Design enigma_step_ctrl, sky130hd; sources not shown.
Figure 1. Close-up of the layout (run 1).
Window x 38 to 63, y 38 to 63 um. Cells in gray, sequential cells in the stronger gray; small squares are vias.
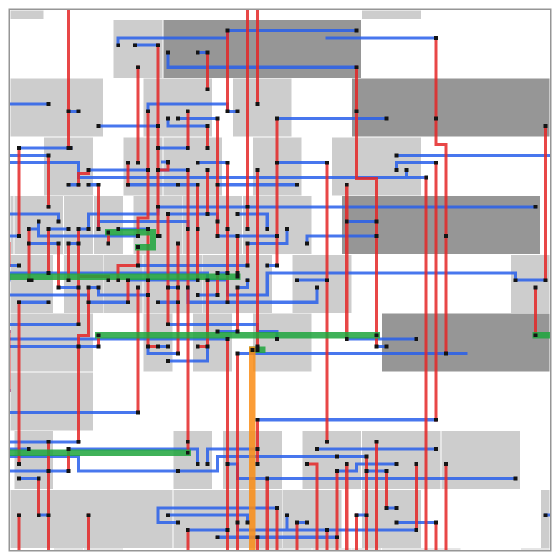
- blue: metal 1
- red: metal 2
- orange: metal 4
- green: metal 3
- cells with their middle in the window: 41
- most frequent: buf_4 (7)
- sequential cells in the window: 4

Figure 2. Clock distribution (run 1).
Scale: 4 px per um.
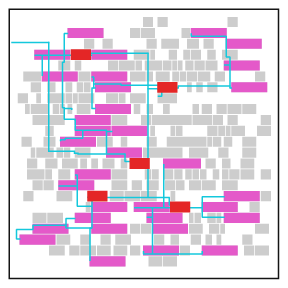
- red: clock drivers (count 5)
- magenta: flip-flops (count 33)
- cyan: clock wires (length 426 um)
- flops lie: spread over the die
clock latency on the worst-skew pair: 0.28 ns

Figure 3. Gate-type map (run 1).
Scale: 4 px per um.
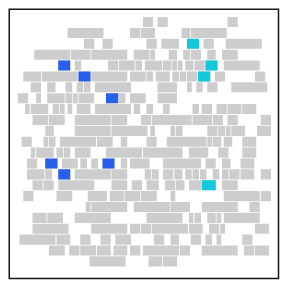
- cyan: AND-OR and OR-AND gates (cells 4; most used a22o_1)
- blue: XOR/XNOR gates (cells 6; most used xor2_1; where middle left)
tally of non-filler cells in the final layout: 278
fraction of standard cell area in multi-input logic: 0.3906
most common cell after layout, fill and taps aside: sky130_fd_sc_hd__buf_4

Figure 4. Met1 routing (run 1).
Scale: 4 px per um.
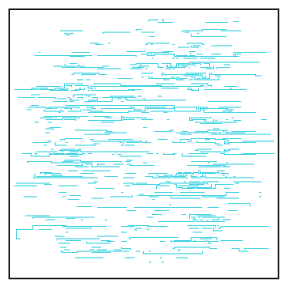
- main direction: horizontal
- nets with wire on the layer: 218
routing usage on met1: 0.2762
via total after detailed routing: 1517
final routed wirelength across all metal layers: 4355 um

==> flow report, run 1 <==
STA
------------------------------------------------------------------
Final Max-Slew Violation Tally ......................            0
Period utilisation layout ...........................       0.9390
RSZ-0062 raised after global routing ................        false
Final setup violation count .........................            0
Highest clock rate ..................................    357.4 MHz

RUN STATUS
------------------------------------------------------------------
Run status ..........................................    completed

YOSYS
------------------------------------------------------------------
Flip-flops with a built-in enable ...................            0
Average size of a mapped cell .......................    11.15 um2
Distinct cell type count of the synthesized netlist .           36

RUN
------------------------------------------------------------------
Number of max-cap violations ........................            0
Tool warnings .......................................           30

LAYOUT
------------------------------------------------------------------
Final non-filler cell area .......................... 0.002464 mm2
Number of inserted diodes ...........................            0

SETUP PATH
------------------------------------------------------------------
Flop-to-flop setup slack ............................      0.59 ns
Sum of buffers and inverters on the critical path ...            2
Top Family by Delay on Critical Path ................ buffers and inverters

CTS
------------------------------------------------------------------
Clock sink total ....................................           33
Max H-tree Level ....................................            2
Setup repair bufs after CTS .........................            0
Cell chosen for the clock root ...................... sky130_fd_sc_hd__clkbuf_8

PLACED DESIGN
------------------------------------------------------------------
Dpl cells ...........................................          270
Number of buffers inserted by port buffering ........           48

DRT
------------------------------------------------------------------
Average wire per cell in the routed design ..........     15.67 um

DIE
------------------------------------------------------------------
Number of placed I/O pins ...........................           49

GLOBAL ROUTING
------------------------------------------------------------------
Wire length of the first global-routing pass ........      7217 um

==> run 1: area by class of cell <==
type	instances	area, um2	share of cell area
inverters	7	26.28	0.01067
multi-input cells	120	962.2	0.3906
clock buffers	8	90.09	0.03657
flip-flops and latches	33	827.0	0.3357
repair buffers	60	495.5	0.2011
well taps	50	62.56	0.02539
==> run 1: per-layer routing <==
metal / share of wire / global-route usage / up-vias
li1: - / - / 729
met5: 0 / 0 / -
met3: 0.056 / 0.05743 / 8
met2: 0.47 / 0.3638 / 48
met4: 0.019 / 0.08929 / 0
met1: 0.45 / 0.2762 / 732
==> run 1: cell usage after synthesis (4+ instances only) <==
library cell,number,area (um2)
sky130_fd_sc_hd__nand2_1,9,33.78
sky130_fd_sc_hd__xor2_1,4,35.03
sky130_fd_sc_hd__inv_1,6,22.52
sky130_fd_sc_hd__buf_2,4,20.02
sky130_fd_sc_hd__nand3_1,10,50.05
sky130_fd_sc_hd__mux2_2,22,247.7
sky130_fd_sc_hd__o21ai_0,19,95.09
sky130_fd_sc_hd__o211ai_1,5,37.54
sky130_fd_sc_hd__nor3_1,4,20.02
sky130_fd_sc_hd__dfrtp_1,32,800.8
sky130_fd_sc_hd__ha_1,7,87.58
==> run 1: logic make-up (layout without fill, tap and decap cells) <==
group           Yosys count  count (layout)  share of synthesized area
mux                      22              22                     0.1347
flops                    33              33                     0.4497
fa+ha+maj                 7               7                    0.04762
simple gates             50              50                     0.1640
xor+xnor                  6               6                    0.02857
compound gates           35              35                     0.1483
buf+inv                  12              75                    0.02721
==> run 1: cells in the final DEF (no fill, tap or decap), types with 2 or more instances in the layout <==
master | netlist | layout
sky130_fd_sc_hd__a2111oi_4 | 3 | 3
sky130_fd_sc_hd__a21oi_1 | 3 | 3
sky130_fd_sc_hd__a22o_1 | 3 | 3
sky130_fd_sc_hd__and3_1 | 3 | 3
sky130_fd_sc_hd__buf_4 | 0 | 42
sky130_fd_sc_hd__clkbuf_1 | 1 | 2
sky130_fd_sc_hd__clkbuf_8 | 0 | 6
sky130_fd_sc_hd__clkdlybuf4s50_1 | 0 | 18
sky130_fd_sc_hd__dfrtp_1 | 32 | 32
sky130_fd_sc_hd__ha_1 | 7 | 7
sky130_fd_sc_hd__inv_1 | 6 | 6
sky130_fd_sc_hd__mux2_2 | 22 | 22
sky130_fd_sc_hd__nand2_1 | 9 | 9
sky130_fd_sc_hd__nand2b_1 | 3 | 3
sky130_fd_sc_hd__nand3_1 | 10 | 10
sky130_fd_sc_hd__nand3b_1 | 2 | 2
sky130_fd_sc_hd__nor2_1 | 3 | 3
sky130_fd_sc_hd__nor3_1 | 4 | 4
sky130_fd_sc_hd__nor4_1 | 3 | 3
sky130_fd_sc_hd__o211ai_1 | 5 | 5
sky130_fd_sc_hd__o21ai_0 | 19 | 19
sky130_fd_sc_hd__or3_1 | 2 | 2
sky130_fd_sc_hd__or4b_4 | 2 | 2
sky130_fd_sc_hd__xnor2_1 | 2 | 2
sky130_fd_sc_hd__xor2_1 | 4 | 4
==> run 1 -> run 2 <==
PLACE_DENSITY = 0.75   (was unset)
PLACE_DENSITY_LB_ADDON = unset   (was 0.2)
==> flow report, run 2 <==
PLACED DESIGN
--------------------------------------------------------------------------------------
Number of buffers inserted by port buffering ............................           48   unchanged
Dpl cells ...............................................................          271   +0.37%
Weighted congestion reported at the end of routability-driven placement .       0.8723

STA
--------------------------------------------------------------------------------------
Final Max-Slew Violation Tally ..........................................            0   unchanged
RSZ-0062 raised after global routing ....................................        false
Final setup violation count .............................................            0   unchanged
Period utilisation layout ...............................................       0.9376   -0.001455
Highest clock rate ......................................................    357.9 MHz   +0.16%

LAYOUT
--------------------------------------------------------------------------------------
Flip-flop and latch area ................................................    827.0 um2   unchanged
Top Layout Cells ........................................................ sky130_fd_sc_hd__buf_4, sky130_fd_sc_hd__dfrtp_1, sky130_fd_sc_hd__mux2_2
Most common cell after layout, fill and taps aside ...................... sky130_fd_sc_hd__buf_4
Synth-to-Final Area Change ..............................................       34.97%
Area of the multi-input gates ...........................................    962.2 um2   unchanged
Final non-filler cell area .............................................. 0.002482 mm2   +0.76%
Total number of nets in the final design ................................          254
Number of inserted diodes ...............................................            0   unchanged

SETUP PATH
--------------------------------------------------------------------------------------
Flop-to-flop setup slack ................................................      0.62 ns   +0.03 ns

CTS
--------------------------------------------------------------------------------------
Setup repair bufs after CTS .............................................            0   unchanged
Cell chosen for the clock root .......................................... sky130_fd_sc_hd__clkbuf_8
Clock latency on the worst-skew pair ....................................      0.29 ns   about the same
Max H-tree Level ........................................................            2   unchanged
Clock sink total ........................................................           33   unchanged
Clock transition at path regs ...........................................      0.07 ns

RUN
--------------------------------------------------------------------------------------
Tool warnings ...........................................................           30   unchanged
Number of max-cap violations ............................................            0   unchanged

RUN STATUS
--------------------------------------------------------------------------------------
Run status ..............................................................    completed

YOSYS
--------------------------------------------------------------------------------------
Leading area contributor after synthesis ................................ sky130_fd_sc_hd__dfrtp_1
Mux cell area share .....................................................       0.1347   unchanged
Average size of a mapped cell ...........................................    11.15 um2   unchanged
Top-area cell share .....................................................       0.4354   unchanged
Dominant non-sequential cell family after synthesis ..................... simple AND/OR/NAND/NOR gates
Count leader, synth ..................................................... sky130_fd_sc_hd__dfrtp_1
AND-OR/OR-AND share of the synthesized area .............................       0.1483   unchanged
Flip-flops with a built-in enable .......................................            0   unchanged
Distinct cell type count of the synthesized netlist .....................           36   unchanged
Ranking of synthesized cells by instance count .......................... sky130_fd_sc_hd__dfrtp_1, sky130_fd_sc_hd__mux2_2, sky130_fd_sc_hd__o21ai_0, sky130_fd_sc_hd__nand3_1, sky130_fd_sc_hd__nand2_1

DIE
--------------------------------------------------------------------------------------
Number of placed I/O pins ...............................................           49   unchanged
Die H ...................................................................     66.93 um

DRT
--------------------------------------------------------------------------------------
Average wire per cell in the routed design ..............................     16.47 um   +5.2%
Final routed wirelength across all metal layers .........................      4596 um   +5.5%
Via total after detailed routing ........................................         1510   -0.46%

==> run 2: cell counts after synthesis <==
Identical to the previous run, type by type.
==> run 2: final cells by class <==
type,count,area share
multi-input cells,120,0.3876
flip-flops and latches,33,0.3332
repair buffers,61,0.2026
clock buffers,7,0.03881
well taps,50,0.02520
inverters,7,0.01058
clock inverters,1,0.002016
==> run 2: routing by layer <==
metal  GRT usage  vias up  part of all wire
li1            -      731                 -
met1      0.2827      750              0.43
met2      0.3763       24              0.53
met3     0.06926        5             0.038
met4     0.07398        0            0.0091
met5           0        -                 0
==> run 2: per-stage QoR <==
stage / setup TNS (ns) / utilization
after global placement: -0.8092 / 0.5996
after floorplan: 0 / -
after CTS: 0 / 0.6251
after detailed placement: -1.045 / 0.5996
final: 0 / 0.6251
after global routing: 0 / 0.6251
==> run 2: cells by family after synthesis <==
kind of cell / count (synthesis)
compound gates: 35
mux: 22
buf+inv: 12
xor+xnor: 6
simple gates: 50
flops: 33
fa+ha+maj: 7
==> run 2: critical path: stages <==
cell and delay, ns:
sky130_fd_sc_hd__clkdlybuf4s50_1 0.50, sky130_fd_sc_hd__inv_2 0.06, sky130_fd_sc_hd__or4b_4 0.53, sky130_fd_sc_hd__a2111oi_4 0.34
sky130_fd_sc_hd__buf_4 0.20, sky130_fd_sc_hd__mux2_2 0.34
Figure 5. Gate-type map (run 2).
Scale: 4 px per um.
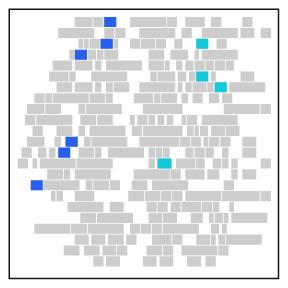
- blue: XOR/XNOR gates (cells 6; most used xor2_1)
- cyan: AND-OR and OR-AND gates (cells 4; most used a22o_1)
fraction of standard cell area in multi-input logic: 0.3876
tally of non-filler cells in the final layout: 279

Figure 6. Close-up of the layout (run 2).
Window x 38 to 63, y 38 to 63 um. Cells in gray, sequential cells in the stronger gray; small squares are vias.
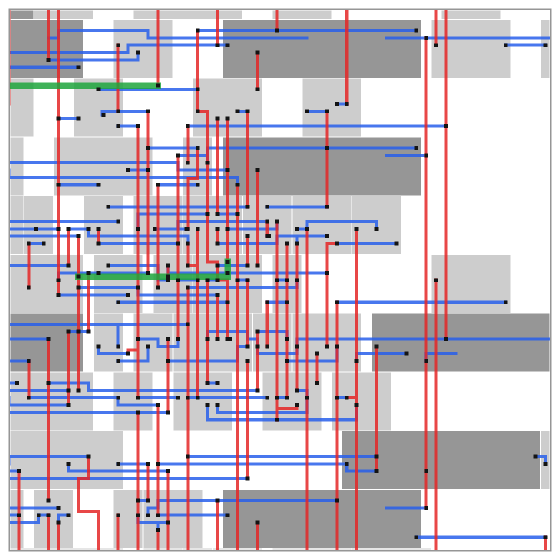
- green: metal 3
- red: metal 2
- blue: metal 1
- most frequent: dfrtp_1 (5), buf_4 (5)
- sequential cells in the window: 5
- cells with their middle in the window: 39

